$ cat src/rtl/fp_pkg.sv
// Shared types and helpers for the sequential radix-16 Booth multiplier.
package fp_pkg;

   typedef enum logic [1:0] {
      ST_IDLE,
      ST_RUN,
      ST_DONE
   } state_t;

   // Radix-16 digits needed to cover WIDTH unsigned bits plus the zero pad.
   function automatic int NUM_DIGITS(input int width);
      return (width + 1 + 3) / 4;
   endfunction

endpackage

$ cat src/rtl/booth_mul_seq_radix16.sv
// Radix16_Booth: multiplicand multiple table and Booth digit select.
module Radix16_Booth #(
   parameter int WIDTH = 24
) (
   input  logic [WIDTH-1:0] Multiplicand,
   input  logic [4:0]       Multiplier,
   output logic [WIDTH+3:0] Partial
);

   localparam int PW = WIDTH + 4;

   logic [PW-1:0]     m1, m2, m3, m4;
   logic [PW-1:0]     m5, m6, m7, m8;
   logic [PW-1:0]     mag_pp;
   logic signed [4:0] digit;
   logic [4:0]        abs_d;
   logic              neg;

   assign m1 = PW'(Multiplicand);
   assign m2 = m1 << 1;
   assign m3 = m1 + m2;
   assign m4 = m1 << 2;
   assign m5 = m4 + m1;
   assign m6 = m3 << 1;
   assign m8 = m1 << 3;
   assign m7 = m8 - m1;

   // Window {b3,b2,b1,b0,b-1} -> -8*b3 + 4*b2 + 2*b1 + b0 + b-1.
   assign digit = $signed({Multiplier[4], Multiplier[4:1]})
                + $signed({4'b0, Multiplier[0]});
   assign neg   = digit[4];
   assign abs_d = neg ? 5'(-digit) : 5'(digit);

   always_comb begin
      mag_pp = '0;
      unique case (abs_d)
         5'd1:    mag_pp = m1;
         5'd2:    mag_pp = m2;
         5'd3:    mag_pp = m3;
         5'd4:    mag_pp = m4;
         5'd5:    mag_pp = m5;
         5'd6:    mag_pp = m6;
         5'd7:    mag_pp = m7;
         5'd8:    mag_pp = m8;
         default: mag_pp = '0;
      endcase
   end

   assign Partial = neg ? (~mag_pp + 1'b1) : mag_pp;

endmodule

$ cat src/rtl/booth_mul_seq.sv
// Sequential unsigned multiplier, one radix-16 Booth digit per cycle.
// Define BOOTH_SEQ_EARLY_TERM_EN to finish once the remaining digits are zero.
module booth_mul_seq
   import fp_pkg::*;
#(
   parameter int WIDTH = 24
) (
   input  logic                 CLK,
   input  logic                 RST,
   input  logic                 IN_VALID,
   output logic                 IN_READY,
   input  logic [WIDTH-1:0]     A,
   input  logic [WIDTH-1:0]     B,
   output logic                 OUT_VALID,
   input  logic                 OUT_READY,
   output logic [2*WIDTH-1:0]   PRODUCT,
   output logic                 BUSY
);

   localparam int N    = NUM_DIGITS(WIDTH);
   localparam int CW   = $clog2(N + 1);
   localparam int EXT  = 4 * N + 1;
   localparam int PW   = WIDTH + 4;
   localparam int ACCW = 2 * WIDTH + 4;
   localparam int PAD  = EXT - WIDTH - 1;

   state_t            state_q, state_d;
   logic [WIDTH-1:0]  a_q;
   logic [EXT-1:0]    bext_q;
   logic [ACCW-1:0]   acc_q;
   logic [CW-1:0]     cnt_q;

   logic [CW+1:0]     sh;
   logic [4:0]        win;
   logic [PW-1:0]     pp;
   logic [ACCW-1:0]   pp_ext;
   logic [ACCW-1:0]   addend;
   logic              accept;
   logic              last;
   logic              run_done;
   logic              unused_acc;

   assign sh  = {cnt_q, 2'b00};
   assign win = 5'(bext_q >> sh);

   Radix16_Booth #(
      .WIDTH        (WIDTH)
   ) u_booth (
      .Multiplicand (a_q),
      .Multiplier   (win),
      .Partial      (pp)
   );

   assign pp_ext = {{(ACCW-PW){pp[PW-1]}}, pp};
   assign addend = pp_ext << sh;
   assign last   = (cnt_q == CW'(N - 1));

`ifdef BOOTH_SEQ_EARLY_TERM_EN
   logic [CW+1:0] sh_hi;
   assign sh_hi    = sh + (CW+2)'(4);
   assign run_done = last | ((bext_q >> sh_hi) == '0);
`else
   assign run_done = last;
`endif

   assign IN_READY  = (state_q == ST_IDLE)
                    | ((state_q == ST_DONE) & OUT_READY);
   assign accept    = IN_VALID & IN_READY;
   assign OUT_VALID = (state_q == ST_DONE);
   assign BUSY      = (state_q == ST_RUN);
   assign PRODUCT   = OUT_VALID ? acc_q[2*WIDTH-1:0] : '0;

   // Top guard bits only absorb the modular wrap of negative digits.
   assign unused_acc = ^acc_q[ACCW-1:2*WIDTH];

   always_ff @(posedge CLK) begin
      if (RST) state_q <= ST_IDLE;
      else     state_q <= state_d;
   end

   always_comb begin
      state_d = state_q;
      unique case (state_q)
         ST_IDLE: begin
            if (accept) state_d = ST_RUN;
         end
         ST_RUN: begin
            if (run_done) state_d = ST_DONE;
         end
         ST_DONE: begin
            if (OUT_READY) state_d = accept ? ST_RUN : ST_IDLE;
         end
         default: state_d = ST_IDLE;
      endcase
   end

   always_ff @(posedge CLK) begin
      if (RST) begin
         a_q    <= '0;
         bext_q <= '0;
         acc_q  <= '0;
         cnt_q  <= '0;
      end else if (accept) begin
         a_q    <= A;
         bext_q <= {{PAD{1'b0}}, B, 1'b0};
         acc_q  <= '0;
         cnt_q  <= '0;
      end else if (state_q == ST_RUN) begin
         acc_q  <= acc_q + addend;
         cnt_q  <= cnt_q + CW'(1);
      end
   end

endmodule

$ cat config.mk
export PLATFORM = sky130hd
export DESIGN_NAME = booth_mul_seq
export DESIGN_NICKNAME = d
export VERILOG_FILES = /design/src/rtl/fp_pkg.sv /design/src/rtl/booth_mul_seq_radix16.sv /design/src/rtl/booth_mul_seq.sv
export SDC_FILE = /design/constraint.sdc
export NUM_CORES = 1
export LEC_CHECK = 0
export CORE_MARGIN = 3
export CORE_UTILIZATION = 56
export CTS_BUF_LIST = sky130_fd_sc_hd__clkbuf_16
export CTS_CLUSTER_SIZE = 20
export DETAILED_ROUTE_END_ITERATION = 10
export GPL_TIMING_DRIVEN = 0
export PLACE_DENSITY = 0.86
export SYNTH_ARGS = -nofsm -noshare
export SYNTH_HDL_FRONTEND = slang
export SYNTH_SLANG_ARGS = --single-unit
$ cat constraint.sdc
create_clock -name CLK -period 8.97 [get_ports CLK]
set_input_delay 0.897 -clock CLK [delete_from_list [all_inputs] [get_ports CLK]]
set_output_delay 0.897 -clock CLK [all_outputs]
set_load 0.05 [all_outputs]
==> GITHUB_STEP_SUMMARY <==
## PnR job results

| Metric | Value |
|---|---|
| Yosys stat area | 13800 um2 |
| Final Cycle Share | 98.6% |
| Initial DRC count | 1911 |
| Period minus WS final | 8850 ps |
| Routed vias | 16200 |
| Post-Route WL | roughly 52000 um |
| Sw power | 0.965 mW |
| Main area contributors after synthesis | dfxtp_1 15%, ha_1 12%, nand2_1 8.2% |
| Synth cell types | 99 |
| Die ar. | 26500 um2 |
| CP Launch Point | cnt_q[1] |
| Outcome | complete, no violations |
| First-pass GRT wire length | 79900 um |
| Seq/Total Area, Yosys | roughly 15% |
| CP startpoint kind | flop |
| Met2 Track Usage GR | 62.0% |
| Post-synthesis average cell area | 7.07 um2 |
| Share of layout cells above drive strength 1 | 12.0% |
| Seq pwr share | 24.3% |
| Number of remaining DRC errors | 0 |
| Post-Syn Instances | 1951 |
| RR Endpoint | acc_q[45] |
| Drt wl/cell | 21.4 um |
| Vias in the first global route | 14900 |
| Die H | 163 um |
[critical path, delay by kind of cell, from the launching register on]
family | cells | cell delay [ps]
mux | 2 | 420
xor+xnor | 2 | 480
compound gates | 19 | 3790
buf+inv | 6 | 990
flops | 1 | 370
simple gates | 7 | 1680
fa+ha+maj | 3 | 960
[power by group through the flow]
| stage | combinational (mW) | clock (mW) | sequential (mW) |
|---|---|---|---|
| after floorplan | 0.735 | 0 | 0.503 |
| after global placement | 0.986 | 0 | 0.517 |
| after detailed placement | 1.00 | 0 | 0.518 |
| after CTS | 1.07 | 0.393 | 0.508 |
| after global routing | 1.27 | 0.412 | 0.513 |
| final | 1.20 | 0.396 | 0.510 |
[how the worst min path moves through the flow]
stage / end / slack (ps) / depth (start not counted)
floorplan: bext_q[10] / 430 / 2
global placement: bext_q[10] / 440 / 2
detailed placement: bext_q[7] / 450 / 2
CTS: bext_q[7] / 460 / 2
global route: bext_q[18] / 480 / 2
finish: bext_q[7] / 460 / 2
[metal layers]
metal  part of all wire [%]  wire [um]
met1                     38      20100
met2                     46      24100
met3                    7.8       4090
met4                    7.5       3910
met5                      0          0
[cell families after synthesis]
| group | after synthesis | synth area share [%] |
|---|---|---|
| fa+ha+maj | 131 | 12.1 |
| compound gates | 647 | 31.0 |
| buf+inv | 162 | 4.75 |
| xor+xnor | 124 | 7.93 |
| mux | 54 | 4.23 |
| flops | 101 | 14.7 |
| simple gates | 732 | 25.4 |
[placed cells by master, fill, tap and decap left out, types with 9 or more instances in the layout]
master,n
o22ai_1,24
nand4_1,15
clkbuf_1,57
clkbuf_16,9
nand3_1,51
nor2b_1,16
xor2_1,33
inv_1,59
a21o_1,48
a22oi_1,14
and2_1,59
nand2_1,301
a31oi_1,29
and3_1,17
dfxtp_1,99
mux2i_1,34
o21ai_0,80
o21a_1,23
clkdlybuf4s50_1,101
mux2_2,9
ha_1,121
a21oi_1,205
buf_4,57
xnor2_1,85
o21bai_1,15
nor2_1,117
o2111ai_1,9
o211ai_1,25
or3_1,16
a211oi_1,11
o221ai_1,9
o21ai_2,9
nand2b_1,21
a211o_1,12
or2_2,14
nor3_1,33
[state kept, by name, indices dropped and copies added (netlist names)]
name     flops
acc_q       48
a_q         24
bext_q      24
cnt_q        3
state_q      2
[metrics by stage]
stage / setup slack, ps / setup TNS [ps] / hold slack (ps) / util, %
after global placement: -2520 / -58810 / 440 / 63.8
after floorplan: 165 / 0 / 433 / -
final: 122 / 0 / 460 / 69.7
after detailed placement: -2650 / -61090 / 446 / 63.8
after global routing: -164 / -821 / 477 / 69.7
after CTS: 4.75 / 0 / 456 / 67.2
[timing repair]
action                     CTS  global route
setup endpoints to repair   37            21
gates resized               91            98
pin swaps                   19            39
setup buffers               21            35
[layout make-up]
class	count	area, um2	area share, %
multi-input combinational	1688	11700	70.3
sequential	101	2030	12.2
clock inverter	7	58.8	0.354
buffer	93	529	3.19
clock buffer	9	225	1.36
tap	319	399	2.40
inverter	63	244	1.47
timing repair buffer	157	1450	8.70
Figure 1. Selected gate families.
(3 px per um)
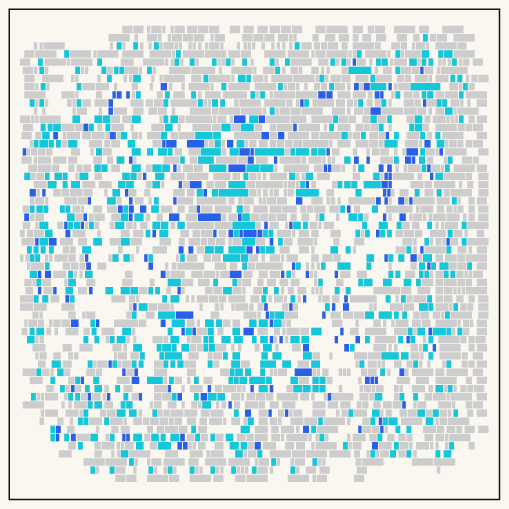
[blue] nor cells | cells: 196
[cyan] aoi and oai cells | cells: 522 | where: widely spread
post-route non-filler standard cell count: 2437
most frequent logic cell in the layout: nand2_1
logic share of the area: 70.3%

Figure 2. Local utilization.
(1.5 px per um) The die is cut into 16 by 16 equal tiles; dark purple is low, yellow is high, 0 to 100% covered.
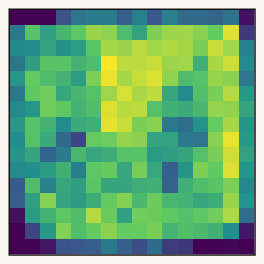
tiles over 75% full: 33%
nearly empty tiles: 3.9%
fullest tile: 99%
emptiest ninth of the die: lower left
mean over tiles: 61%
placeable core region: 23800 um2
fp_density: 57.9%

Figure 3. Where the registers sit.
(2 px per um) Other sequential cells in the stronger grey, the rest of the logic in the fainter grey.
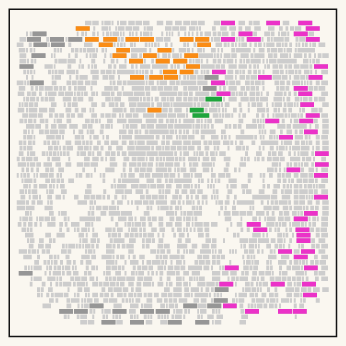
[green] cnt_q | flops: 3
[magenta] acc_q | flops: 48
[orange] bext_q | flops: 24 | where: top centre
P_seq: 0.510 mW
flop share of the area: 12.2%
fin util: 69.7%

Figure 4. I/O nets highlighted.
(2 px per um)
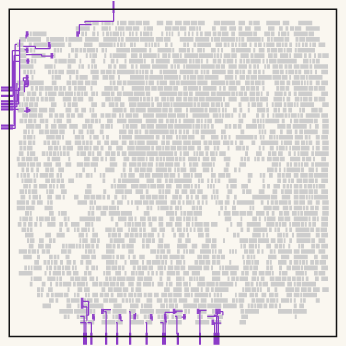
[purple] A | direction: input | end cells: 24 | buffers: 24 | wire: 485 um
number of port buffers: 101
Boundary Pins: 103

Figure 5. Clock routing.
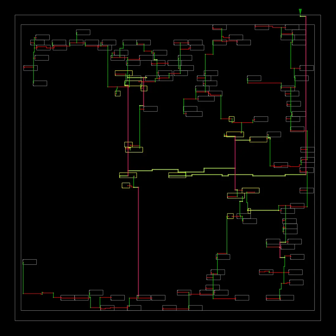
clk_skew: 15.8 ps
Late-Pin Clk Latency: 360 ps
clock network power: 0.396 mW
flip-flops: 101

Power and IR drop assume default switching activity.
